File: src/rtl/fifo_pkg.sv
// Shared defaults and width helpers for the parameterised synchronous FIFO.
package fifo_pkg;

  localparam int DEF_WIDTH = 8;
  localparam int DEF_DEPTH = 8;

  // The occupancy counter must be able to represent DEPTH itself, so it needs one extra code.
  function automatic int cnt_width(input int depth);
    return $clog2(depth + 1);
  endfunction

  function automatic int ptr_width(input int depth);
    return (depth > 1) ? $clog2(depth) : 1;
  endfunction

endpackage

File: src/rtl/fifo_mem.sv
// DEPTH x WIDTH register array with one synchronous write port and one asynchronous read port.
module fifo_mem
  import fifo_pkg::*;
#(
  parameter int WIDTH = DEF_WIDTH,
  parameter int DEPTH = DEF_DEPTH
) (
  input  logic                         clk,
  input  logic                         we,
  input  logic [ptr_width(DEPTH)-1:0]  waddr,
  input  logic [WIDTH-1:0]             wdata,
  input  logic [ptr_width(DEPTH)-1:0]  raddr,
  output logic [WIDTH-1:0]             rdata
);

  logic [WIDTH-1:0] mem [DEPTH];

  always_ff @(posedge clk) begin
    if (we) mem[waddr] <= wdata;
  end

  assign rdata = mem[raddr];

endmodule

File: src/rtl/sync_fifo_param.sv
// Synchronous FIFO: pointer/count control, threshold flags and error pulses around fifo_mem.
// FWFT selects a registered read port (0) or a first-word-fall-through head view (1).
module sync_fifo_param
  import fifo_pkg::*;
#(
  parameter int WIDTH    = DEF_WIDTH,
  parameter int DEPTH    = DEF_DEPTH,
  parameter int AF_LEVEL = DEPTH - 2,
  parameter int AE_LEVEL = 2,
  parameter int FWFT     = 0
) (
  input  logic                        clk,
  input  logic                        rst,
  input  logic                        wr,
  input  logic                        rd,
  input  logic [WIDTH-1:0]            data_in,
  output logic [WIDTH-1:0]            data_out,
  output logic                        empty,
  output logic                        full,
  output logic                        almost_empty,
  output logic                        almost_full,
  output logic [cnt_width(DEPTH)-1:0] fifo_cnt,
  output logic                        overflow,
  output logic                        underflow
);

  localparam int CW = cnt_width(DEPTH);
  localparam int AW = ptr_width(DEPTH);
  localparam logic [CW-1:0] CNT_FULL = CW'(DEPTH);
  localparam logic [CW-1:0] CNT_AF   = CW'(AF_LEVEL);
  localparam logic [CW-1:0] CNT_AE   = CW'(AE_LEVEL);
  localparam logic [AW-1:0] PTR_LAST = AW'(DEPTH - 1);

  logic [CW-1:0]    cnt_q, cnt_next;
  logic [AW-1:0]    wr_ptr, rd_ptr, wr_ptr_next, rd_ptr_next;
  logic             rd_ok, wr_ok;
  logic [WIDTH-1:0] head;
  logic [WIDTH-1:0] dout_q;

  // Explicit wrap compare keeps non-power-of-two depths correct.
  function automatic logic [AW-1:0] ptr_inc(input logic [AW-1:0] p);
    return (p == PTR_LAST) ? '0 : p + AW'(1);
  endfunction

  assign empty        = (cnt_q == '0);
  assign full         = (cnt_q == CNT_FULL);
  assign almost_full  = (cnt_q >= CNT_AF);
  assign almost_empty = (cnt_q <= CNT_AE);
  assign fifo_cnt     = cnt_q;

  // A read frees a slot for a same-cycle write, but a write never makes an empty FIFO readable.
  always_comb begin
    rd_ok       = rd && !empty;
    wr_ok       = wr && (!full || rd_ok);
    cnt_next    = cnt_q;
    wr_ptr_next = wr_ptr;
    rd_ptr_next = rd_ptr;
    if (wr_ok) wr_ptr_next = ptr_inc(wr_ptr);
    if (rd_ok) rd_ptr_next = ptr_inc(rd_ptr);
    if (wr_ok && !rd_ok) cnt_next = cnt_q + CW'(1);
    else if (rd_ok && !wr_ok) cnt_next = cnt_q - CW'(1);
  end

  always_ff @(posedge clk) begin
    if (rst) begin
      cnt_q     <= '0;
      wr_ptr    <= '0;
      rd_ptr    <= '0;
      overflow  <= 1'b0;
      underflow <= 1'b0;
    end else begin
      cnt_q     <= cnt_next;
      wr_ptr    <= wr_ptr_next;
      rd_ptr    <= rd_ptr_next;
      overflow  <= wr && !wr_ok;
      underflow <= rd && !rd_ok;
    end
  end

  fifo_mem #(
    .WIDTH (WIDTH),
    .DEPTH (DEPTH)
  ) u_mem (
    .clk   (clk),
    .we    (wr_ok && !rst),
    .waddr (wr_ptr),
    .wdata (data_in),
    .raddr (rd_ptr),
    .rdata (head)
  );

  generate
    if (FWFT != 0) begin : g_fwft
      // Remember the last visible head so data_out stays stable once the FIFO drains.
      always_ff @(posedge clk) begin
        if (rst)         dout_q <= '0;
        else if (!empty) dout_q <= head;
      end
      assign data_out = empty ? dout_q : head;
    end else begin : g_registered
      always_ff @(posedge clk) begin
        if (rst)        dout_q <= '0;
        else if (rd_ok) dout_q <= head;
      end
      assign data_out = dout_q;
    end
  endgenerate

endmodule

File: config.mk
export PLATFORM = sky130hd
export DESIGN_NAME = sync_fifo_param
export DESIGN_NICKNAME = d
export VERILOG_FILES = /design/src/rtl/fifo_pkg.sv /design/src/rtl/fifo_mem.sv /design/src/rtl/sync_fifo_param.sv
export SDC_FILE = /design/constraint.sdc
export NUM_CORES = 1
export LEC_CHECK = 0
export CAP_MARGIN = 10
export CORE_MARGIN = 10
export CORE_UTILIZATION = 45
export DETAILED_ROUTE_END_ITERATION = 8
export PLACE_DENSITY = 0.68
export SYNTH_ARGS = -nofsm -noshare
export SYNTH_HDL_FRONTEND = slang
export SYNTH_SLANG_ARGS = --single-unit
File: constraint.sdc
create_clock -name clk -period 3.9 [get_ports clk]
set_clock_uncertainty 0.2 [all_clocks]
set_input_delay 0.78 -clock clk [delete_from_list [all_inputs] [get_ports clk]]
set_output_delay 0.78 -clock clk [all_outputs]
set_load 0.1 [all_outputs]
==> images/cell_classes.png <==
The bar under the picture is 20 µm long.
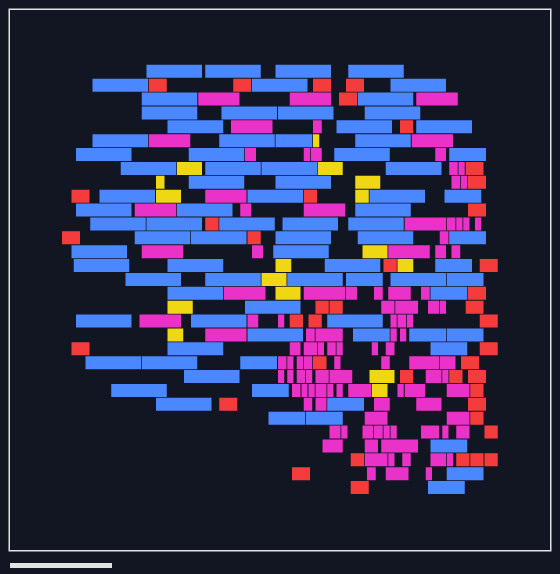
colour	class	cells	share of their area
yellow	clock drivers and dummy loads	16	4.6%
blue	flops	84	61%
magenta	all other logic	110	25%
red	other buffers and delay cells	41	9.5%
final non-filler cell area: 3950 µm²
core area: 7210 µm²
number of placement rows: 31
final core occ: 54.7%

==> images/final_placement.png <==
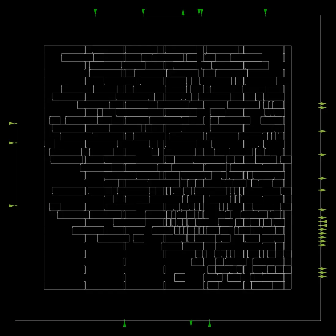
share of cell area taken by flip-flops and latches: 58.8%
layout filler cell count: 597

==> qor.txt <==
Most used standard cells in the synthesized netlist = sky130_fd_sc_hd__edfxtp_1, sky130_fd_sc_hd__dfxtp_1, sky130_fd_sc_hd__nor2_1, sky130_fd_sc_hd__mux4_2, sky130_fd_sc_hd__nor3_1
Clock distribution area overhead in the final layout = 4.44%
Met1 layer usage reported by global route = 15.4%
Effective utilization at floorplan = 46.0%
Tool warning count = 26
Min-delay worst type = flop to flop
Run status = complete, no violations
Final Critical Period = 3.10 ns
Setup Buffers After CTS = 0
Max Clk Rate = 322 MHz
Remaining routing DRC violations = 0
Count of clock buffers in the final design = 9
Synth Cell Area = 3320 µm²
Commonest non-fill, non-tap cells in the layout = sky130_fd_sc_hd__edfxtp_1, sky130_fd_sc_hd__clkdlybuf4s50_1, sky130_fd_sc_hd__nor2_1, sky130_fd_sc_hd__dfxtp_1, sky130_fd_sc_hd__buf_4
Comb area share = 24.0%
Tot Pwr = 2.72 mW
Total met3 wirelength after detailed routing = 441 µm
Number of synthesized flops with an enable pin = 64
PD cells = 688 nW/µm²
Max FFs per register = 64
Area of the multi-input gates = 948 µm²
Start point of the worst hold path = data_out[1]$_SDFFE_PP0P_
Clock transition at path regs = 0.08 ns
Critical path capture point = fifo_cnt[3]$_SDFFE_PP0P_
CTS resizes = 0
Most common cell type on the critical path = sky130_fd_sc_hd__ha_1
Area growth, synth to finish = 19.0%
Clock network power = 0.542 mW
GR met3 Demand/Resource = 3.96%
Area share of and-or/or-and cells after synthesis = 4.41%
Combinational cell fraction of total power = 38.2%
First-pass iteration count of the detailed router = 4
Number of violations reported at the end of detailed-routing iteration 0 = 120
Final-report hold violation count = 0
Sequential Power = 1.14 mW
Post-route non-filler standard cell count = 350
Sequential fraction of the synthesis area = 70.0%
Cells along the critical path = or4b_4 > o21ai_4 > inv_2 > ha_1 > inv_1 > ha_1 > a21oi_1 > a211oi_1 > a31oi_1 > mux2_2
Fraction of the mapped netlist area in adder cells = 3.24%
Flip-flops = 84
Floorplan Nets = 224
Main logic family after synthesis = multiplexers
Total global routing track utilization = 11.8%
Number of buffers and inverters on the critical path = 2
Die Size = 11,200 µm²
Max-cap violation count = 0
Number of cells on the worst reg-to-reg path = 10
Post-route setup slack = 0.796 ns
Tap Count = 99
Share of layout cells above drive strength 1 = 23.1%
Number of cells on the critical path = 10
Worst slew margin relative to its limit = 34.6%
Cell with the most instances after synthesis = sky130_fd_sc_hd__edfxtp_1
XOR/XNOR Fraction of Synth Area = 0.528%
Overflow left after global routing = 0
Initial antenna violation count = 0
Mean instance size in the synthesized netlist = 16.3 µm²
Hold buffer count at cts = 0
Root buffer cell = sky130_fd_sc_hd__clkbuf_8
Synth Area in Simple Gates = 8.37%
Leading power group = sequential cells
Max H-tree Level = 3
ANT nets after route = 0
Area fraction in mux cells = 11.5%
Total internal power = 1.59 mW
Number of warnings reported in the yosys synthesis log = 0
Wire length on met1 = 2760 µm
Ys flop type = sky130_fd_sc_hd__edfxtp_1
First-pass GRT wire length = 10,200 µm
Setup TNS = 0 ns
Actual slew at the worst max-slew pin = 0.978 ns
Synth Register Bits = 84
CP max stage delay = 0.61 ns
Clock latency on the worst-skew pair = 0.34 ns
Synth Instances = 204
Maximum count of clock buffers along a single path = 2
Combined flip-flop and latch cell area = 2320 µm²
IO Pins = 30
Critical Path Source Type = flop
Clk sink count = 84
CTS tree = built
Critical path's slowest cell = sky130_fd_sc_hd__or4b_4
Maximum fanout along the worst path = 9
Placed cell areas = 3770 µm²
Ys async rst share = 0%
Power of the combinational group = 1.04 mW
Final max-slew violation count = 0
Setup repair after global routing missed its margin = false
Detailed Place HPWL = 4190 µm
Global routing usage on met2 = 18.0%
Crit. End Element = flop
Top cell type by total area after synthesis = sky130_fd_sc_hd__edfxtp_1
WL met2 = 3030 µm
Routability congestion estimate from global placement = 0.796
Portion of the clock cycle consumed by the worst path in the final layout = 79.6%
Via-to-Cell Ratio = 5.37
Number of stages on the worst hold path = 2
Worst supply voltage drop on vdd = 0.256 mV
Worst min-delay path endpoint = data_out[1]$_SDFFE_PP0P_
Yosys stat cell total = 204
Area share of the leading cell type in the synthesized netlist = 57.9%
Buffers outside the clock class = 41
Inserted Clock Buffers = 9
Register-to-register setup slack = 0.80 ns
Kind of critical path = flop to flop
Launching point of the worst reg2reg path = fifo_cnt[0]$_SDFFE_PP0P_
Via count = 1,878
==> images/pdn.png <==
The bar under the picture is 20 µm long. Pins as bars on the die edge. Tap cells in grey.
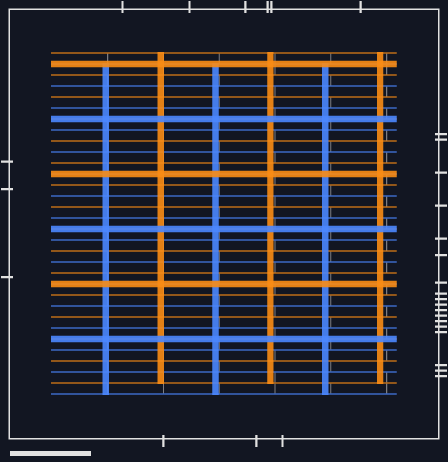
colour	net
orange	VDD
blue	VSS
signal pins	30
rows	31
die width: 106 µm
die outline height: 106 µm

==> images/clock_map.png <==
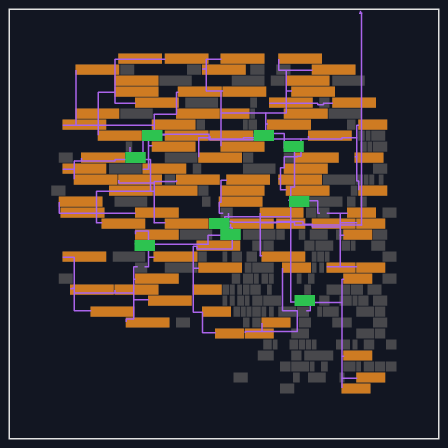
[orange] flip-flops | count: 84
[purple] clock wires | length: 909 µm
[green] cells driving clock nets | count: 9
routed clock nets	10

Power figures rest on the tool's default switching activity, not on a simulated workload.
